File: src/rtl/pipe_pkg.sv
// pipe_pkg: shared occupancy state enum and per-boundary control structs/widths for pipeline stage registers
package pipe_pkg;
  typedef enum logic [1:0] {EMPTY = 2'd0, ONE = 2'd1, TWO = 2'd2} pipe_occ_e;
  typedef struct packed {
    logic       reg_write;
    logic       mem_read;
    logic       mem_write;
    logic       mem_to_reg;
    logic       branch;
    logic       jump;
    logic       alu_src;
    logic [3:0] alu_op;
    logic [4:0] rd;
  } idex_ctrl_t;
  typedef struct packed {
    logic       reg_write;
    logic       mem_read;
    logic       mem_write;
    logic       mem_to_reg;
    logic [4:0] rd;
  } exmem_ctrl_t;
  typedef struct packed {
    logic       reg_write;
    logic       mem_to_reg;
    logic [4:0] rd;
  } memwb_ctrl_t;
  localparam int IDEX_CTRL_W  = $bits(idex_ctrl_t);
  localparam int EXMEM_CTRL_W = $bits(exmem_ctrl_t);
  localparam int MEMWB_CTRL_W = $bits(memwb_ctrl_t);
endpackage

File: src/rtl/pipe_slot.sv
// pipe_slot: one {valid,data,ctrl} entry; ports clk, rst, i_flush, i_load, i_clear, i_data, i_ctrl -> o_valid, o_data, o_ctrl
module pipe_slot
  import pipe_pkg::*;
#(
  parameter int DATA_W     = 32,
  parameter int CTRL_W     = 16,
  parameter int CLEAR_DATA = 0
) (
  input  logic              clk,
  input  logic              rst,
  input  logic              i_flush,
  input  logic              i_load,
  input  logic              i_clear,
  input  logic [DATA_W-1:0] i_data,
  input  logic [CTRL_W-1:0] i_ctrl,
  output logic              o_valid,
  output logic [DATA_W-1:0] o_data,
  output logic [CTRL_W-1:0] o_ctrl
);
  logic              r_valid;
  logic [DATA_W-1:0] r_data;
  logic [CTRL_W-1:0] r_ctrl;
  always_ff @(posedge clk) begin
    if (rst) begin
      r_valid <= 1'b0;
      r_data  <= '0;
      r_ctrl  <= '0;
    end else if (i_load && !i_flush) begin
      r_valid <= 1'b1;
      r_data  <= i_data;
      r_ctrl  <= i_ctrl;
    end else if (i_flush || i_clear) begin
      r_valid <= 1'b0;
      r_ctrl  <= '0;
      if (CLEAR_DATA != 0) r_data <= '0;
    end
  end
  assign o_valid = r_valid;
  assign o_data  = r_data;
  assign o_ctrl  = r_ctrl;
endmodule

File: src/rtl/pipe_stage_reg.sv
// pipe_stage_reg: valid/ready stage register with flush and optional skid entry; ports clk, rst, flush, in_valid/in_ready/in_data/in_ctrl, out_valid/out_ready/out_data/out_ctrl, occ
module pipe_stage_reg
  import pipe_pkg::*;
#(
  parameter int DATA_W     = 32,
  parameter int CTRL_W     = 16,
  parameter int SKID       = 1,
  parameter int CLEAR_DATA = 0
) (
  input  logic              clk,
  input  logic              rst,
  input  logic              flush,
  input  logic              in_valid,
  output logic              in_ready,
  input  logic [DATA_W-1:0] in_data,
  input  logic [CTRL_W-1:0] in_ctrl,
  output logic              out_valid,
  input  logic              out_ready,
  output logic [DATA_W-1:0] out_data,
  output logic [CTRL_W-1:0] out_ctrl,
  output logic [1:0]        occ
);
  logic              w_in_fire, w_out_fire, w_m_load, w_s_valid;
  logic [DATA_W-1:0] w_s_data, w_m_data;
  logic [CTRL_W-1:0] w_s_ctrl, w_m_ctrl;
  pipe_occ_e         w_state;
  assign w_in_fire  = in_valid & in_ready;
  assign w_out_fire = out_valid & out_ready;
  // main refills from skid first to keep FIFO order, otherwise from input when it is free or draining
  assign w_m_load = (w_in_fire & (!out_valid | w_out_fire)) | (w_s_valid & w_out_fire);
  assign w_m_data = w_s_valid ? w_s_data : in_data;
  assign w_m_ctrl = w_s_valid ? w_s_ctrl : in_ctrl;
  pipe_slot #(.DATA_W(DATA_W), .CTRL_W(CTRL_W), .CLEAR_DATA(CLEAR_DATA)) u_main (
    .clk(clk), .rst(rst), .i_flush(flush), .i_load(w_m_load), .i_clear(w_out_fire),
    .i_data(w_m_data), .i_ctrl(w_m_ctrl),
    .o_valid(out_valid), .o_data(out_data), .o_ctrl(out_ctrl)
  );
  generate
    if (SKID != 0) begin : g_skid
      pipe_slot #(.DATA_W(DATA_W), .CTRL_W(CTRL_W), .CLEAR_DATA(CLEAR_DATA)) u_skid (
        .clk(clk), .rst(rst), .i_flush(flush), .i_load(w_in_fire & out_valid & !w_out_fire),
        .i_clear(w_out_fire), .i_data(in_data), .i_ctrl(in_ctrl),
        .o_valid(w_s_valid), .o_data(w_s_data), .o_ctrl(w_s_ctrl)
      );
      assign in_ready = !w_s_valid & !rst;
    end else begin : g_noskid
      assign w_s_valid = 1'b0;
      assign w_s_data  = '0;
      assign w_s_ctrl  = '0;
      assign in_ready  = (!out_valid | out_ready) & !rst;
    end
  endgenerate
  assign w_state = pipe_occ_e'({w_s_valid, out_valid & !w_s_valid});
  assign occ     = w_state;
endmodule

File: config.mk
export PLATFORM = sky130hd
export DESIGN_NAME = pipe_stage_reg
export DESIGN_NICKNAME = d
export VERILOG_FILES = /design/src/rtl/pipe_pkg.sv /design/src/rtl/pipe_slot.sv /design/src/rtl/pipe_stage_reg.sv
export SDC_FILE = /design/constraint.sdc
export NUM_CORES = 1
export LEC_CHECK = 0
export CAP_MARGIN = 40
export CORE_MARGIN = 2
export CORE_UTILIZATION = 40
export CTS_BUF_LIST = sky130_fd_sc_hd__clkbuf_8 sky130_fd_sc_hd__clkbuf_16
export DETAILED_ROUTE_END_ITERATION = 6
export PLACE_DENSITY = 0.75
export REMOVE_ABC_BUFFERS = 1
export SLEW_MARGIN = 20
export SYNTH_ARGS = -nofsm -noshare
export SYNTH_HDL_FRONTEND = slang
export SYNTH_SLANG_ARGS = --single-unit
export TNS_END_PERCENT = 30
File: constraint.sdc
create_clock -name clk -period 1.9 [get_ports clk]
set_input_delay 0.285 -clock clk [delete_from_list [all_inputs] [get_ports clk]]
set_output_delay 0.285 -clock clk [all_outputs]
set_load 0.03 [all_outputs]
**Run 1: close-up of the layout**

Region (72, 72) to (92, 92) um. Cells in grey, sequential cells in the stronger grey; small squares are vias.
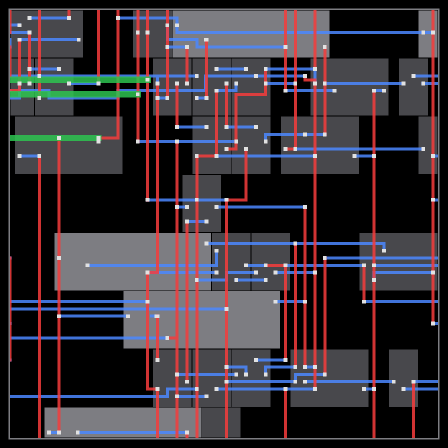
Red is metal 2. Blue is metal 1. Green is metal 3.
Sequential cells in the window: 4. 28 logic cells have their middle in the window. Netlist names of flops here include g_skid.u_skid.o_data (4).

**Run 1: clock nets**

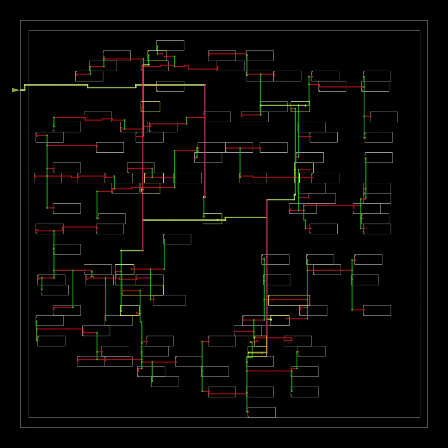
number of clock buffers in the layout: 11
final sequential cell count: 98
count of clock tree sinks: 98
power drawn by the clock network: 1520 uW

**Run 1: nets reached from selected ports**

Drawn at 3 px/um.
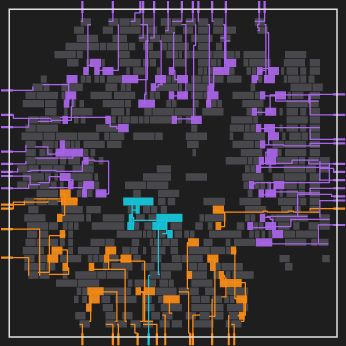
Cyan is flush, bits 1, direction input, end cells 7, buffers 2, wire 66.4 um. Purple is in_data, bits 32, direction input, end cells 64, buffers 32, wire 1030 um. Orange is in_ctrl, bits 16, direction input, end cells 32, buffers 16, wire 484 um.

**Run 1: the metal 2 layer**

Drawn at 3 px/um. Cells faint in the background.
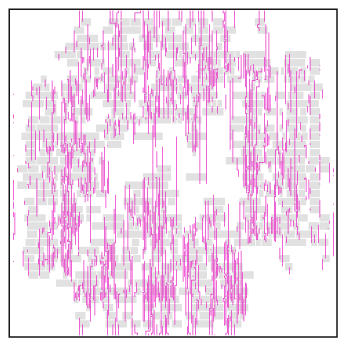
The layer carries 5210 um of wire. The longest straight run is 37.9 um. The layer holds 48% of the routed length.

## run 1: path summary, 6_finish.rpt
kind / from / end / slack (ns)
setup reg to reg: u_main.o_valid / u_main.o_ctrl[1] / 0.24
setup / recovery: u_main.o_ctrl[12] / out_ctrl[12] / 0.18
hold / removal: rst / g_skid.u_skid.o_data[22] / 0.20
hold reg to reg: u_main.o_ctrl[7] / u_main.o_ctrl[7] / 0.47
## run 1: routing by layer
| metal | vias up | global-route usage, % | wire length, um | share of wire [%] |
|---|---|---|---|---|
| met1 | 1776 | 24.4 | 4810 | 45 |
| met2 | 115 | 31.3 | 5210 | 48 |
| met3 | 20 | 3.11 | 508 | 4.7 |
| met4 | 0 | 9.34 | 230 | 2.1 |
| li1 | 1843 | - | - | - |
| met5 | - | 0 | 0 | 0 |
## run 1: stage by stage
stage | area [sq um] | TNS [ns] | setup slack (ns) | hold slack, ns | total power [uW]
after global placement | 5640 | -0.149 | -0.00832 | 0.449 | 2740
after CTS | 5860 | 0 | 0.00530 | 0.176 | 4260
after detailed placement | 5640 | -1.88 | -0.0813 | 0.446 | 2750
final | 5870 | 0 | 0.176 | 0.200 | 4210
after global routing | 5870 | 0 | 0.122 | 0.181 | 4390
after floorplan | 4160 | -217.22 | -2.83 | 0.354 | 2410
## run 1: kinds of logic (layout without fill, tap and decap cells)
group,count (synthesis),after routing,share of synthesized area [%]
and+or+nand+nor,140,140,16.6
AOI/OAI and AO/OA,103,103,14.0
DFF,98,98,44.7
buffers and inverters,47,148,5.50
muxes,80,80,19.2
## run 1: worst register-to-register path, stage by stage (launching register included)
cell and delay (ns):
dfxtp_1 0.33, buf_4 0.16, and2_2 0.20, buf_4 0.16
a2111oi_4 0.37, buf_4 0.25, o2bb2ai_1 0.13
==> datasheet_impl.txt, run 1 <==
Table: implementation figures

Parameter                              Value

Outcome
  Outcome    completed

Final timing
  Slew Limit Fails    0
  Post-route fraction of the period consumed by the critical path    90.8%
  Setup-violating endpoint count in the final report    0
  Minimum period implied by the final worst setup slack    1.72 ns
  FMAX    580 MHz
  Worst clock skew    0.00718 ns
  Final hold viol count    0
  Worst-case headroom to the max-slew limit    72.4%
  Transition at the pin with the smallest max-transition slack    0.415 ns
  Setup repair after global routing missed its margin    false

Logic synthesis
  Most frequent cell after synthesis    dfxtp_1
  Warning count from the yosys run    0
  Commonest cells post-synth    dfxtp_1, nand3_1, a21oi_1, mux2i_1, nor2_1
  Top cells by area    dfxtp_1, mux2i_1, nand3_1
  Distinct cell type count of the synthesized netlist    27
  Proportion of register bits with asynchronous set or reset after synthesis    0%
  Yosys chip area    4390 sq um
  Cell type with the highest aggregate area in the netlist    dfxtp_1
  Number of enable flip-flop cells    0
  Post-Syn Area    4390 sq um
  Share of the synthesized area in the top cell type    44.7%
  Instance tally after logic synthesis    468
  Yosys reg bits    98
  Sequential share of the synthesized area    44.7%
  Avg Inst Size Synth    9.37 sq um
  Commonest register cell after synthesis    dfxtp_1

Finish
  Dominant kind of cell by area    logic gates
  Reg area    1970 sq um
  Top logic cells by instance count in the layout    clkdlybuf4s50_1, dfxtp_1, nand3_1
  Layout filler cell count    962
  End-of-flow core utilization    54.4%
  Commonest Layout Cell    clkdlybuf4s50_1
  Fraction of area in registers    33.5%
  Multi-input combinational area share    37.7%
  Comb gate area    2210 sq um
  Number of logic inverters in the finished layout    3
  Antenna cells    0
  Syn-to-layout area delta    33.8%
  Multi-input gate count    323
  Final net count    617
  Final clock-cell share    3.90%
  Repair and plain buffers    129
  Non-clock buffer share    21.8%
  Layout cell share with drive strength beyond 1    13.4%

Power
  Power in combinational cells    582 uW
  Leak Pwr    0.00206 uW
  Switching part of the total power    24.5%
  Total net switching power    1030 uW
  IR Drop Worst-Case VDD    0.392 mV
  Power per cell area    718 nW/um^2
  Heaviest power group    sequential cells
  Internal power    3180 uW
  Clock Power Share    36.0%
  Part of the total power dissipated in combinational logic    13.8%
  Sequential share of power    50.2%
  Sequential group power    2110 uW

Floorplanning
  Fp_density    40.6%
  Std cell rows    38
  Width of the die    109 um
  Core ar.    10800 sq um
  DIE HEIGHT    109 um
  Die ar.    11800 sq um
  Inserted tap cell count    140

Detailed routing
  Aggregate routed wire length    10800 um
  Post-route antenna net violation count    0
  Iteration-0 DRC count of the detailed router    188
  Overall via count from detail_route    3754
  Routed length per instance    15.2 um
  Vias per Instance    5.29
  Number of search-and-repair iterations in the first detailed-routing pass    5
  Residual DRC count    0

Worst setup path
  Critical Path Sink Type    output port
  Cell with the biggest individual delay on the critical path    clkdlybuf4s50_1
  Critical path buffers and inverters    1
  Critical path class    reg -> out
  Critical path, cell by cell    clkdlybuf4s50_1
  Depth of the worst register-to-register path    6
  Arrival time at the worst endpoint    1.44 ns
  Category of cells accounting for the largest share of critical-path delay    buffers and inverters
  Required @ worst endpoint    1.62 ns
  Count of cell instances traversed by the critical path    1
  Longest individual stage delay on the worst path    0.70 ns
  Worst Setup Start Kind    register
  Biggest fanout along the worst timing path    2

Worst hold path
  Number of cells on the worst hold path    2
  Type of the worst min-delay path    in -> reg

Clock tree
  Worst-case clock buffer depth    2
  Number of instances resized during post-cts repair    1
  H-tree depth    3
  Root buffer selected by CTS    clkbuf_8
  Post-CTS Hold Fix Bufs    0
  Reg clk slew, reported paths    0.09 ns
  Skew-Pair Late Insertion Delay    0.36 ns
  CTS tree    built
  Count of buffers added by post-CTS timing repair for setup    0
  Total clock buffers created by CTS    9

GRT
  Grt ovf    0
  Total global-route track usage    19.1%
  Largest net degree at the start of global routing    66
  Number of antenna violations at the first check in global routing    0
  Via count of the first global-routing pass    3794

Job
  Max-capacitance violation count    0
  OpenROAD warnings    25

Placement
  Buffers on Ports    104
  Weighted congestion reported at the end of routability-driven placement    0.844
  Total placed cells including tap cells    693
  Hpwl dp    7360 um
--- run 2 (diff from run 1) ---
==> constraint.sdc (replaced) <==
create_clock -name clk -period 2.12 [get_ports clk]
set_input_delay 0.318 -clock clk [delete_from_list [all_inputs] [get_ports clk]]
set_output_delay 0.318 -clock clk [all_outputs]
set_load 0.03 [all_outputs]
**Run 2: metal layers overlaid**

Drawn at 4 px/um. Two of the layers only.
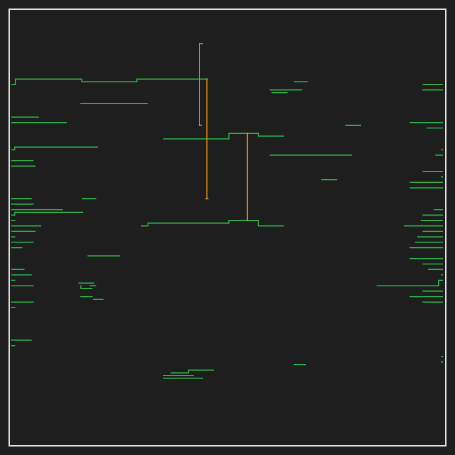
Green is metal 3, wire length 524 um. Orange is metal 4, wire length 72.1 um.

**Run 2: the metal 2 layer**

Drawn at 3 px/um. Cells faint in the background.
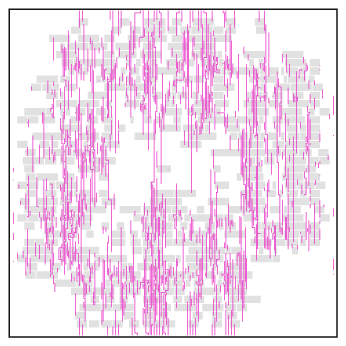
The wires run mostly vertical. 509 nets have wire on it. The longest straight run is 55.8 um. The layer holds 48% of the routed length.

==> run 2 against run 1 <==
Clock power down about 10%. Setup slack worse by 0.019 ns. Critical path depth increased by 1. Clock-buffer cell count fell by 1. Cell area shrank 0.66%. Register-to-register slack improved by 0.23 ns. Sequential cell count stayed put. Critical path type unchanged. Critical endpoint is now in_ready. Highest routed layer unchanged.
==> datasheet_impl.txt, run 2 <==
Table: implementation figures

Parameter                              Value

GRT
  Total global-route track usage    18.0%
  Via count of the first global-routing pass    3533
  Grt ovf    0
  Wire length of the first global-routing pass    16900 um
  Largest net degree at the start of global routing    57
  Number of antenna violations at the first check in global routing    0

Logic synthesis
  Yosys chip area    4390 sq um
  Instance tally after logic synthesis    468
  Warning count from the yosys run    0
  Cell type with the highest aggregate area in the netlist    dfxtp_1
  Yosys reg bits    98
  Share of synthesized cell area in full adder, half adder and majority cells    0%
  Most frequent cell after synthesis    dfxtp_1
  Avg Inst Size Synth    9.37 sq um
  Share of the synthesized area in the top cell type    44.7%
  Commonest cells post-synth    dfxtp_1, nand3_1, a21oi_1, mux2i_1, nor2_1
  Compound-cell area share of the yosys netlist    14.0%
  Number of enable flip-flop cells    0
  Distinct cell type count of the synthesized netlist    27
  Share of synthesized cell area in and, or, nand and nor gates    16.6%
  XOR/XNOR share of the synthesized area    0%
  Sequential share of the synthesized area    44.7%
  Commonest register cell after synthesis    dfxtp_1
  Post-Syn Area    4390 sq um
  Biggest combinational cell group after synthesis    multiplexers
  Multiplexer share of the synthesized area    19.2%
  Proportion of register bits with asynchronous set or reset after synthesis    0%
  Yosys Instances    468
  Top cells by area    dfxtp_1, mux2i_1, nand3_1

Final timing
  Slew Limit Fails    0
  Worst clock skew    0.0151 ns
  Transition at the pin with the smallest max-transition slack    0.515 ns
  Worst-case headroom to the max-slew limit    65.7%
  Minimum period implied by the final worst setup slack    1.96 ns
  Sum of negative setup slack    0 ns
  Worst Setup Slack, final    0.156 ns
  FMAX    509 MHz
  Setup repair after global routing missed its margin    false
  Setup-violating endpoint count in the final report    0
  Final hold viol count    0
  Post-route fraction of the period consumed by the critical path    92.6%

Worst setup path
  Critical path class    reg -> out
  Longest individual stage delay on the worst path    0.70 ns
  Reg2Reg Launch Point    g_skid.u_skid.o_valid
  Arrival time at the worst endpoint    1.65 ns
  Depth of the worst register-to-register path    5
  Critical Path Sink Type    output port
  Worst reg-to-reg setup slack    0.47 ns
  Cell with the biggest individual delay on the critical path    clkdlybuf4s50_1
  Critical path, cell by cell    nor2_1, clkdlybuf4s50_1
  Required @ worst endpoint    1.80 ns
  Worst Setup Start Kind    register
  Biggest fanout along the worst timing path    16
  R2R Path End    g_skid.u_skid.o_ctrl[9]

Power
  IR Drop Worst-Case VDD    0.341 mV
  Leak Pwr    0.00201 uW
  Power per cell area    645 nW/um^2

Detailed routing
  Vias per Instance    5.21
  Post-route antenna net violation count    0
  Aggregate routed wire length    10400 um
  Iteration-0 DRC count of the detailed router    164
  Residual DRC count    0
  Top layer used by detailed routing    met4
  Overall via count from detail_route    3677
  Sum of routed wire segments on met1    4830 um
  Detailed-routed wire length on met3    523 um
  Routed length per instance    14.7 um
  Number of search-and-repair iterations in the first detailed-routing pass    4
  Sum of met2 wire segment lengths after detailed routing    4960 um

Worst hold path
  Type of the worst min-delay path    in -> reg
  Number of cells on the worst hold path    2
  Origin of the worst min-delay path    rst
  Hold worst-path end    g_skid.u_skid.o_valid

Clock tree
  Count of clock tree sinks    98
  Root buffer selected by CTS    clkbuf_8
  H-tree depth    3
  Reg clk slew, reported paths    0.09 ns
  Worst-case clock buffer depth    2
  Skew-Pair Late Insertion Delay    0.36 ns
  CTS tree    built
  Total clock buffers created by CTS    9
  Count of buffers added by post-CTS timing repair for setup    0
  Post-CTS Hold Fix Bufs    0

Floorplanning
  Fp_density    40.6%
  DIE HEIGHT    109 um
  Die ar.    11800 sq um
  Std cell rows    38
  Core ar.    10800 sq um
  Width of the die    109 um
  Top-Level Pins    105

Finish
  Comb gate area    2210 sq um
  Number of non-filler instances in the completed layout    706
  End-of-flow core utilization    54.0%
  Layout cell share with drive strength beyond 1    12.7%
  Layout filler cell count    980
  Antenna cells    0
  Syn-to-layout area delta    32.9%
  Final net count    614
  Commonest Layout Cell    clkdlybuf4s50_1
  Top logic cells by instance count in the layout    clkdlybuf4s50_1, dfxtp_1, nand3_1
  Reg area    1970 sq um
  Final design instance area without fill    5830 sq um

Placement
  Hpwl dp    7020 um
  Total placed cells including tap cells    690
  Buffers on Ports    104
  Weighted congestion reported at the end of routability-driven placement    0.778
  Placement-stage worst setup slack    0.116 ns
  Post-place instance area    5600 sq um

Outcome
  Outcome    completed

Job
  OpenROAD warnings    25
  Max-capacitance violation count    0
## run 2: cell counts after synthesis
Identical to the previous run, type by type.
## run 2: area by class of cell
class,count,area share [%]
timing repair buffer,126,21.3
sequential,98,33.7
tap,140,3.00
inverter,3,0.193
clock inverter,6,1.55
multi-input combinational,323,37.9
clock buffer,10,2.36
## run 2: metrics by stage
step | hold slack, ns | total power (uW)
2_1_floorplan | 0.387 | 2160
3_3_place_gp | 0.450 | 2440
3_5_place_dp | 0.449 | 2450
4_1_cts | 0.265 | 3800
5_1_grt | 0.265 | 3930
6_report | 0.274 | 3760
## run 2: worst max path at each step
stage	end	depth (start not counted)	startpoint
after floorplan	u_main.o_ctrl[0]	3	g_skid.u_skid.o_valid
after global placement	u_main.o_data[8]	5	out_ready
after detailed placement	u_main.o_data[26]	5	out_ready
after CTS	in_ready	2	g_skid.u_skid.o_valid
after global routing	in_ready	2	g_skid.u_skid.o_valid
final	in_ready	2	g_skid.u_skid.o_valid
## run 2: timing repair
| action | CTS | global route |
|---|---|---|
| hold endpoints to repair | 0 | 0 |
| gates resized | 1 | 0 |
| endpoints found under the setup margin | 1 | 0 |
## run 2: worst max-delay path: cells and delay by family (launching register included)
family	cells	cell delay (ns)
buf+inv	1	0.70
flops	1	0.43
simple gates	1	0.17
## run 2: cell families after synthesis
| family | Yosys count |
|---|---|
| mux | 80 |
| buf+inv | 47 |
| flops | 98 |
| compound gates | 103 |
| simple gates | 140 |
## run 2: metal layers
layer	up-vias	track usage (%)
met1	1736	23.4
met3	6	4.00
met4	0	5.59
li1	1837	-
met5	-	0
met2	98	29.7
## run 2: power by group
group	internal, uW	leakage [uW]	total [uW]	switching, uW
combinational	246	0.00109	510	264
clock	702	0.000118	1350	649
sequential	1880	0.000794	1900	21.1
total	2820	0.00201	3760	935
--- run 3 (diff from run 2) ---
--- a/config.mk
+++ b/config.mk
@@ -6,11 +6,13 @@
 export NUM_CORES = 1
 export LEC_CHECK = 0
 export CAP_MARGIN = 40
+export CELL_PAD_IN_SITES_DETAIL_PLACEMENT = 1
+export CELL_PAD_IN_SITES_GLOBAL_PLACEMENT = 1
 export CORE_MARGIN = 2
 export CORE_UTILIZATION = 40
 export CTS_BUF_LIST = sky130_fd_sc_hd__clkbuf_8 sky130_fd_sc_hd__clkbuf_16
 export DETAILED_ROUTE_END_ITERATION = 6
-export PLACE_DENSITY = 0.75
+export PLACE_DENSITY = 0.93
 export REMOVE_ABC_BUFFERS = 1
 export SLEW_MARGIN = 20
 export SYNTH_ARGS = -nofsm -noshare
**Run 3: metal layers overlaid**

Drawn at 4 px/um. Two of the layers only.
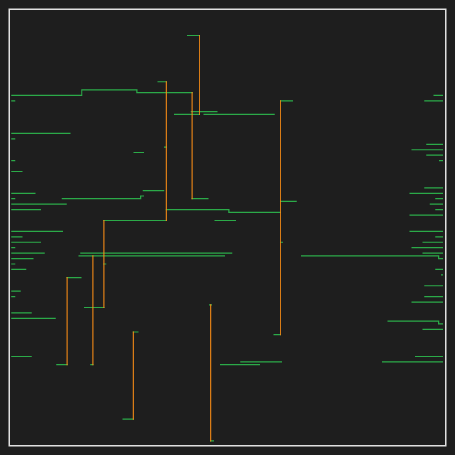
Green is metal 3, wire length 564 um. Orange is metal 4, wire length 266 um.

**Run 3: nets reached from selected ports**

Drawn at 3 px/um.
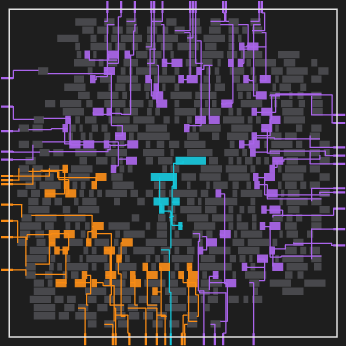
Purple is in_data, bits 32, direction input, end cells 64, buffers 32, wire 1240 um. Cyan is flush, bits 1, direction input, end cells 7, buffers 2, wire 91.3 um. Orange is in_ctrl, bits 16, direction input, end cells 32, buffers 16, wire 525 um.

==> run 3 against run 2 <==
Clock-buffer cell count up 1. Core utilization rose by 0.21 points. Sequential share of layout area down 0.13 points. Hold slack improved by 0.017 ns. Cell count did not move. Critical endpoint is now u_main.o_ctrl[1]. Highest routed layer unchanged.
==> datasheet_impl.txt, run 3 <==
Table: implementation figures

Parameter                              Value

Outcome
  Outcome    completed

GRT
  Number of antenna violations at the first check in global routing    0
  Via count of the first global-routing pass    3998

Finish
  Commonest Layout Cell    clkdlybuf4s50_1
  Antenna cells    0
  Final design instance area without fill    5850 sq um
  Number of non-filler instances in the completed layout    706
  Final net count    614
  Syn-to-layout area delta    33.4%
  Layout filler cell count    1205
  Layout cell share with drive strength beyond 1    12.9%

Clock tree
  Count of buffers added by post-CTS timing repair for setup    0
  Worst-case clock buffer depth    2
  Total clock buffers created by CTS    9
  Count of clock tree sinks    98
  Reg clk slew, reported paths    0.09 ns
  Skew-Pair Late Insertion Delay    0.37 ns
  CTS tree    built

Logic synthesis
  Avg Inst Size Synth    9.37 sq um
  Proportion of register bits with asynchronous set or reset after synthesis    0%
  Post-Syn Area    4390 sq um
  Sequential share of the synthesized area    44.7%
  Distinct cell type count of the synthesized netlist    27
  Commonest register cell after synthesis    dfxtp_1
  Commonest cells post-synth    dfxtp_1, nand3_1, a21oi_1, mux2i_1, nor2_1
  Most frequent cell after synthesis    dfxtp_1
  Warning count from the yosys run    0
  Yosys chip area    4390 sq um
  Share of the synthesized area in the top cell type    44.7%

Worst hold path
  Number of cells on the worst hold path    2
  Hold worst-path end    g_skid.u_skid.o_ctrl[14]

Power
  Leak Pwr    0.00202 uW
  Internal power    2970 uW
  Sequential share of power    48.5%
  Final Total Pwr    3920 uW
  Switching part of the total power    24.2%
  Sequential group power    1900 uW
  Power drawn by the clock network    1490 uW

Worst setup path
  Critical Path Sink Type    register
  Worst Setup Start Kind    register
  Critical path class    reg -> reg
  Arrival time at the worst endpoint    2.28 ns
  R2R Path End    u_main.o_ctrl[1]
  Required @ worst endpoint    2.41 ns
  Depth of the worst register-to-register path    5
  Worst reg-to-reg setup slack    0.14 ns

Floorplanning
  Std cell rows    38
  Width of the die    109 um
  DIE HEIGHT    109 um
  Core ar.    10800 sq um

Detailed routing
  Residual DRC count    0
  Routed length per instance    17.4 um
  Iteration-0 DRC count of the detailed router    124
  Overall via count from detail_route    3810
  Number of search-and-repair iterations in the first detailed-routing pass    4

Final timing
  Minimum period implied by the final worst setup slack    1.98 ns
  Worst-case headroom to the max-slew limit    67.3%
  Sum of negative setup slack    0 ns
  Worst hold-check slack    0.291 ns
  Setup repair after global routing missed its margin    false
  Setup-violating endpoint count in the final report    0
  Worst Setup Slack, final    0.136 ns
  Worst clock skew    0.00990 ns

Placement
  Buffers on Ports    104
  Total placed cells including tap cells    690
  Post-place instance area    5600 sq um

Job
  Max-capacitance violation count    0
  OpenROAD warnings    25
==> run 3: cells by family after synthesis <==
group,synth area share [%]
buffers and inverters,5.50
DFF,44.7
AOI/OAI and AO/OA,14.0
and+or+nand+nor,16.6
muxes,19.2
==> run 3: what timing repair did <==
item / 4_1_cts / 5_1_grt
hold buffers: 0 / 0
setup endpoints to repair: 1 / 0
gates resized: 1 / 0
==> run 3: area by class of cell <==
type                    count  share of cell area, %
multi-input cells         323                   37.8
flip-flops and latches     98                   33.6
repair buffers            126                   21.1
well taps                 140                   2.99
clock buffers              11                   2.59
clock inverters             5                   1.73
inverters                   3                  0.192
==> run 3: worst max-delay path, stage by stage (launching register included) <==
cell       delay [ns]
dfxtp_4          0.54
buf_4            0.38
nor2b_4          0.09
a2111oi_4        0.50
buf_4            0.26
o2bb2ai_1        0.14
==> run 3: how the worst max path moves through the flow <==
stage	slack, ns	start	end	depth (start not counted)
2_1_floorplan	-2.61	g_skid.u_skid.o_valid	u_main.o_ctrl[0]	3
3_3_place_gp	0.13	out_ready	u_main.o_data[0]	5
3_5_place_dp	-0.02	flush	g_skid.u_skid.o_data[24]	4
4_1_cts	0.12	g_skid.u_skid.o_valid	in_ready	2
5_1_grt	0.01	g_skid.u_skid.o_valid	u_main.o_ctrl[1]	5
6_report	0.14	g_skid.u_skid.o_valid	u_main.o_ctrl[1]	5
==> run 3: routing by layer <==
layer	GRT usage, %	vias to the layer above	part of all wire [%]
met2	38.6	90	51
met5	0	-	0
met4	8.52	0	2.2
met1	25.0	1863	42
met3	4.84	24	4.6
li1	-	1833	-
Power is estimated from default activity; no workload was simulated.
